`src/rtl/decode_execute_unit_pkg.sv`:
```
// Shared RV32I decode definitions: ALU command set, opcode and funct7 constants,
// plus the SYSTEM encodings that are legal but not executed by this slice.
package common;

  typedef enum logic [3:0] {
    ALU_NOP,
    ALU_ADD,
    ALU_SUB,
    ALU_SLL,
    ALU_SLT,
    ALU_SLTU,
    ALU_XOR,
    ALU_SRL,
    ALU_SRA,
    ALU_OR,
    ALU_AND
  } alu_cmd;

  localparam logic [6:0] OP     = 7'b0110011;
  localparam logic [6:0] OP_IMM = 7'b0010011;
  localparam logic [6:0] LUI    = 7'b0110111;
  localparam logic [6:0] AUIPC  = 7'b0010111;
  localparam logic [6:0] LOAD   = 7'b0000011;
  localparam logic [6:0] STORE  = 7'b0100011;
  localparam logic [6:0] BRANCH = 7'b1100011;
  localparam logic [6:0] JAL    = 7'b1101111;
  localparam logic [6:0] JALR   = 7'b1100111;
  localparam logic [6:0] FENCE  = 7'b0001111;
  localparam logic [6:0] SYSTEM = 7'b1110011;

  localparam logic [6:0] F7_BASE = 7'b0000000;
  localparam logic [6:0] F7_ALT  = 7'b0100000;

endpackage

package riscv_instr;

  localparam logic [31:0] EBREAK = 32'h0010_0073;
  localparam logic [31:0] ECALL  = 32'h0000_0073;

endpackage

```
`src/rtl/decode_execute_unit_decoder.sv`:
```
// Instruction decode: operand select, ALU command, illegal detection and the
// sticky illegal flag (the only clocked state in the slice).
module decoder
  import common::*;
(
  input  logic        clock,
  input  logic        reset,
  input  logic [31:0] instruction,
  input  logic [31:0] regfile [32],
  input  logic [31:0] pc,
  output alu_cmd      alu_ops,
  output logic [31:0] op1,
  output logic [31:0] op2,
  output logic        illegal,
  output logic        illegal_seen
);

  logic [6:0]  opcode;
  logic [2:0]  funct3;
  logic [4:0]  rs1;
  logic [4:0]  rs2;
  logic [6:0]  funct7;
  logic [31:0] rs1_val;
  logic [31:0] rs2_val;
  logic [31:0] i_imm;
  logic [31:0] u_imm;
  alu_cmd      f3_cmd;

  assign opcode = instruction[6:0];
  assign funct3 = instruction[14:12];
  assign rs1    = instruction[19:15];
  assign rs2    = instruction[24:20];
  assign funct7 = instruction[31:25];

  assign rs1_val = (rs1 == 5'd0) ? 32'h0 : regfile[rs1];
  assign rs2_val = (rs2 == 5'd0) ? 32'h0 : regfile[rs2];
  assign i_imm   = {{20{instruction[31]}}, instruction[31:20]};
  assign u_imm   = {instruction[31:12], 12'b0};

  // Base funct3 map; funct7 qualification is applied per opcode below.
  always_comb begin
    f3_cmd = ALU_NOP;
    case (funct3)
      3'b000:  f3_cmd = ALU_ADD;
      3'b001:  f3_cmd = ALU_SLL;
      3'b010:  f3_cmd = ALU_SLT;
      3'b011:  f3_cmd = ALU_SLTU;
      3'b100:  f3_cmd = ALU_XOR;
      3'b101:  f3_cmd = ALU_SRL;
      3'b110:  f3_cmd = ALU_OR;
      default: f3_cmd = ALU_AND;
    endcase
  end

  always_comb begin
    alu_ops = ALU_NOP;
    op1     = 32'h0;
    op2     = 32'h0;
    illegal = 1'b0;
    case (opcode)
      OP: begin
        op1 = rs1_val;
        op2 = rs2_val;
        if (funct7 == F7_BASE)
          alu_ops = f3_cmd;
        else if (funct7 == F7_ALT && funct3 == 3'b000)
          alu_ops = ALU_SUB;
        else if (funct7 == F7_ALT && funct3 == 3'b101)
          alu_ops = ALU_SRA;
        else
          illegal = 1'b1;
      end
      OP_IMM: begin
        op1 = rs1_val;
        op2 = i_imm;
        // Only shifts carry funct7; elsewhere those bits are immediate.
        if (funct3 == 3'b001 || funct3 == 3'b101) begin
          if (funct7 == F7_BASE)
            alu_ops = f3_cmd;
          else if (funct7 == F7_ALT && funct3 == 3'b101)
            alu_ops = ALU_SRA;
          else
            illegal = 1'b1;
        end else begin
          alu_ops = f3_cmd;
        end
      end
      LUI: begin
        alu_ops = ALU_ADD;
        op2     = u_imm;
      end
      AUIPC: begin
        alu_ops = ALU_ADD;
        op1     = pc;
        op2     = u_imm;
      end
      LOAD, STORE, BRANCH, JAL, JALR, FENCE: illegal = 1'b0;
      SYSTEM: illegal = !(instruction == riscv_instr::EBREAK ||
                          instruction == riscv_instr::ECALL);
      default: illegal = 1'b1;
    endcase
  end

  always_ff @(posedge clock or negedge reset) begin
    if (!reset)
      illegal_seen <= 1'b0;
    else
      illegal_seen <= illegal_seen | illegal;
  end

endmodule

```
`src/rtl/decode_execute_unit_execute.sv`:
```
// Purely combinational RV32I ALU.
module execute
  import common::*;
(
  input  logic [31:0] op1,
  input  logic [31:0] op2,
  input  alu_cmd      alu_ops,
  output logic [31:0] alu_out
);

  logic [4:0] shamt;
  assign shamt = op2[4:0];

  always_comb begin
    alu_out = 32'h0;
    case (alu_ops)
      ALU_ADD:  alu_out = op1 + op2;
      ALU_SUB:  alu_out = op1 - op2;
      ALU_SLL:  alu_out = op1 << shamt;
      ALU_SLT:  alu_out = ($signed(op1) < $signed(op2)) ? 32'h1 : 32'h0;
      ALU_SLTU: alu_out = (op1 < op2) ? 32'h1 : 32'h0;
      ALU_XOR:  alu_out = op1 ^ op2;
      ALU_SRL:  alu_out = op1 >> shamt;
      ALU_SRA:  alu_out = $unsigned($signed(op1) >>> shamt);
      ALU_OR:   alu_out = op1 | op2;
      ALU_AND:  alu_out = op1 & op2;
      default:  alu_out = 32'h0;
    endcase
  end

endmodule

```
`src/rtl/decode_execute_unit.sv`:
```
// RV32I decode + ALU slice of the single-cycle core; alu_out is written back
// to rd by the core at the next clock edge.
module decode_execute_unit
  import common::*;
#(
  parameter int XLEN = 32
) (
  input  logic            clock,
  input  logic            reset,
  input  logic [XLEN-1:0] instruction,
  input  logic [XLEN-1:0] regfile [32],
  input  logic [XLEN-1:0] pc,
  output alu_cmd          alu_ops,
  output logic [XLEN-1:0] op1,
  output logic [XLEN-1:0] op2,
  output logic [XLEN-1:0] alu_out,
  output logic            illegal,
  output logic            illegal_seen
);

  decoder u_decoder (
    .clock        (clock),
    .reset        (reset),
    .instruction  (instruction),
    .regfile      (regfile),
    .pc           (pc),
    .alu_ops      (alu_ops),
    .op1          (op1),
    .op2          (op2),
    .illegal      (illegal),
    .illegal_seen (illegal_seen)
  );

  execute u_execute (
    .op1     (op1),
    .op2     (op2),
    .alu_ops (alu_ops),
    .alu_out (alu_out)
  );

endmodule

```
`config.mk`:
```
export PLATFORM = sky130hd
export DESIGN_NAME = decode_execute_unit
export DESIGN_NICKNAME = d
export VERILOG_FILES = /design/src/rtl/decode_execute_unit_pkg.sv /design/src/rtl/decode_execute_unit_decoder.sv /design/src/rtl/decode_execute_unit_execute.sv /design/src/rtl/decode_execute_unit.sv
export SDC_FILE = /design/constraint.sdc
export NUM_CORES = 2
export LEC_CHECK = 0
export CORE_AREA = 3 3 462 464
export CTS_CLUSTER_SIZE = 16
export DETAILED_ROUTE_END_ITERATION = 10
export DIE_AREA = 0 0 465 467
export PLACE_DENSITY = 0.3
export SYNTH_ARGS = -nofsm -noshare
export SYNTH_HDL_FRONTEND = slang
export SYNTH_HIERARCHICAL = 1
export SYNTH_SLANG_ARGS = --single-unit
```
`constraint.sdc`:
```
create_clock -name clock -period 16.45 [get_ports clock]
set_input_delay 2.4675 -clock clock [delete_from_list [all_inputs] [get_ports clock]]
set_output_delay 2.4675 -clock clock [all_outputs]
set_load 0.01 [all_outputs]
```
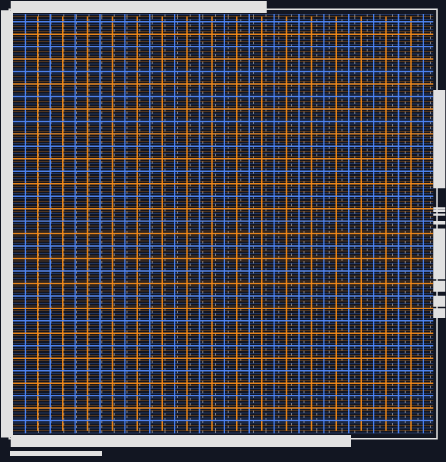
**Above:** supply network.
Scale bar: 100 um. Pins as bars on the die edge. Tap cells in gray.
| color | net |
|---|---|
| orange | VDD |
| blue | VSS |
rows: 168
tap cells: 2805
core region area: 209600 um^2
Peak VDD IR: 24.56 uV
Horiz. Die Dim: 465 um

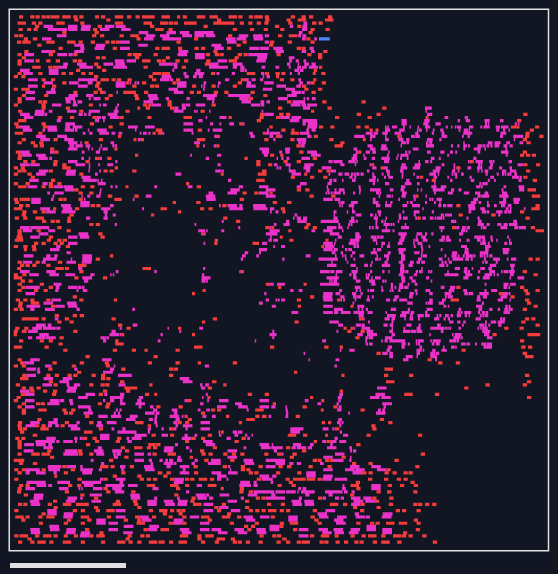
**Above:** placed cells, one color a class.
Scale bar: 100 um.
| color | class | cells |
|---|---|---|
| blue | flops | 1 |
| magenta | combinational and other logic | 2353 |
| red | other buffers and delay cells | 1303 |
Seq area share: 0.06172%
fin util: 19.35%

==> flow_summary.toml <==
# synthesis and place-and-route metrics
[critical_path]
cp.arrival_ps = 10090
crit_type = "in2out"
path_max_fanout = 21
cp_data_required_time_ps = 13980
crit_path_end_kind = "output pin"
crit_path_start = "instruction[4]"
cp-start-kind = "input pin"
rr_worst_depth = 1
reg2reg_from = "u_decoder/illegal_seen"

[global_routing]
grt_max_degree = 94
track_usage_pct = 24.31
grt_overflow = 0
grt_pass1_wl_mm = 352.1
grt_pass1_vias = 32690
antenna_found_initial = 210

[power_and_ir_drop]
internal_power_uw = 516.8
powerDensity_nw_per_um2 = 24.14
combinationalPower_uw = 976
p_comb_share_pct = 99.7
maxPowerGroup = "combinational logic"
seq_power_uw = 2.50
p_leak_nw = 13.13
p_sw_uw = 462.1
netSwitchingFraction_pct = 47.21
power_uw = 978.8
seqPwrFrac_pct = 0.3

[die]
fp_util_pct = 12.04
die_area_um2 = 217200
num_rows = 168
ioPinCount = 1192

[yosys]
ys_cells = 2652
synth.area.top_cells = "mux4_2 46%, mux2i_1 6.6%, ha_1 4.8%"
synth_top_area_share_pct = 46.34
ys_seq_share_pct = 0.09920
syn_inst = 2652
synth_top_cell_by_area = "mux4_2"
synthAdderAreaFrac_pct = 4.970
simple_gate_share_pct = 11.21
yosys.area_share.xor_xnor_pct = 0.1736
synth_flops = 1
synthTopLogicFamily = "multiplexers"
edf_count = 0
compound_area_share_pct = 22.25
syn_area_per_cell_um2 = 9.512
ff_type = "dfrtp_1"
yosys_warnings = 6
synth_area_um2 = 25230
yosysMostFrequentCell = "mux4_2"
ys_area_um2 = 25230
ys_sh_mux_pct = 54.17
ys_top_cells_by_count = "519 x mux4_2, 239 x nor2_1, 193 x a21oi_1"
syn_nets = 3841
async_flop_share_pct = 100.0
yosysUniqueCellTypes = 97

[sta]
relSlewSlack_pct = 20.70
hold_viol = 0
setup_violations = 0
rsz0062_at_grt = "no"
finalCritPeriodShare_pct = 76.34
fin_crit_ps = 12560
fmax_mhz = 79.63
tightest_slew_ps = 1182
hold_ws_ps = 480.8
fin_ws_ps = 3892
slew_viol_final = 0
fin_setup_tns_ps = 0

[placement]
numPortBuffers = 1191
dp_cells = 6462
gp_congestion = 0.9184
dp_hpwl_mm = 237.7
postPlaceCellArea_um2 = 40380
place_ws_ps = 3903

[cells_and_area]
top_register = "u_decoder/illegal_seen"
layoutNonFillerInstCount = 6527
drive_gt1_share_pct = 20.34
fin_area_um2 = 40540
largestRegisters = "u_decoder/illegal_seen: 1 flops"
synthToLayoutAreaGrowth_pct = 60.73
largest_reg_flops = 1
layout.nets = 4848

[drt]
routed_wirelength_mm = 277.1
drc = 0
drt-initial-drc-count = 2679
ant_nets = 0
viasPerCell = 4.887
routed-via-count = 31900
detail_route.wl_per_cell_um = 42.45
drt_first_pass_iters = 6

[flow_run]
tool_warnings = 95
maxCapViolations = 0

[min_path]
hold_path.class = "reg2reg"
hp-start = "u_decoder/illegal_seen"
hold_depth = 1

[clock_tree]
post-cts-setup-buffer-count = 0
clk_pin_slew_ps = 0
holdBufCountCts = 0
ctsResizeCount = 0

[run_status]
outcome = "finished clean"
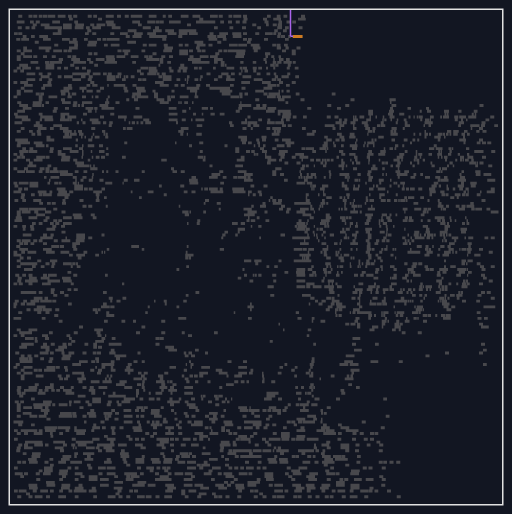
**Above:** clock wires, drivers and flops.
[purple] clock wires | length: 26.9 um
[orange] flip-flops | count: 1
routed clock nets: 1
clock share of power: 0%
Clock Latency Late Sink: 0 ps
clk_skew: 0 ps
P_clk: 0.000420 uW

worst max-delay path: stages:
cell and delay, ps:
clkdlybuf4s50_1 520, nor3b_1 960, nand2_1 490, nor2_4 210
buf_4 400, o221ai_1 340, o21ai_1 900, inv_1 180
ha_1 530, inv_1 180, a21oi_1 200, o31ai_1 140
nor2b_1 300, a221o_1 280, a211oi_1 100, nor4_1 790
a221oi_1 220, o21ai_0 250, clkdlybuf4s50_1 590
area by class of cell:
class | instances | area [um^2]
Fill cell | 23270 | 169000
Multi-Input combinational cell | 2246 | 23620
Timing Repair Buffer | 1303 | 12820
Tap cell | 2805 | 3510
Inverter | 107 | 401.6
Antenna cell | 65 | 162.7
Sequential cell | 1 | 25.02
per-layer routing:
layer,track usage [%],up-vias,wire length [um]
li1,-,13090,-
met1,30.62,16760,115600
met2,42.02,1606,134900
met3,5.502,345,18240
met4,5.529,90,7737
met5,0,-,598
path summary, 6_finish.rpt:
kind                            slack, ps                endpoint
worst max-delay path                 3890             alu_out[27]
worst min-delay path                  480  u_decoder/illegal_seen
worst max register to register      15730  u_decoder/illegal_seen
worst min register to register        480  u_decoder/illegal_seen
max in group asynchronous           13570  u_decoder/illegal_seen
min in group asynchronous            2700  u_decoder/illegal_seen
layout by cell type (no fill, tap or decap), drive strengths merged, types with 56 or more instances in the layout:
master / netlist / routed
a211oi: 56 / 56
a21oi: 194 / 194
a22oi: 61 / 61
buf: 149 / 121
clkdlybuf4s50: 0 / 1182
diode: 0 / 65
ha: 97 / 97
inv: 105 / 105
mux2i: 167 / 167
mux4: 519 / 519
nand2: 138 / 138
nor2: 241 / 241
o21ai: 136 / 136
o22ai: 78 / 78
No activity file was given, so power comes from the tool's default toggle rates.
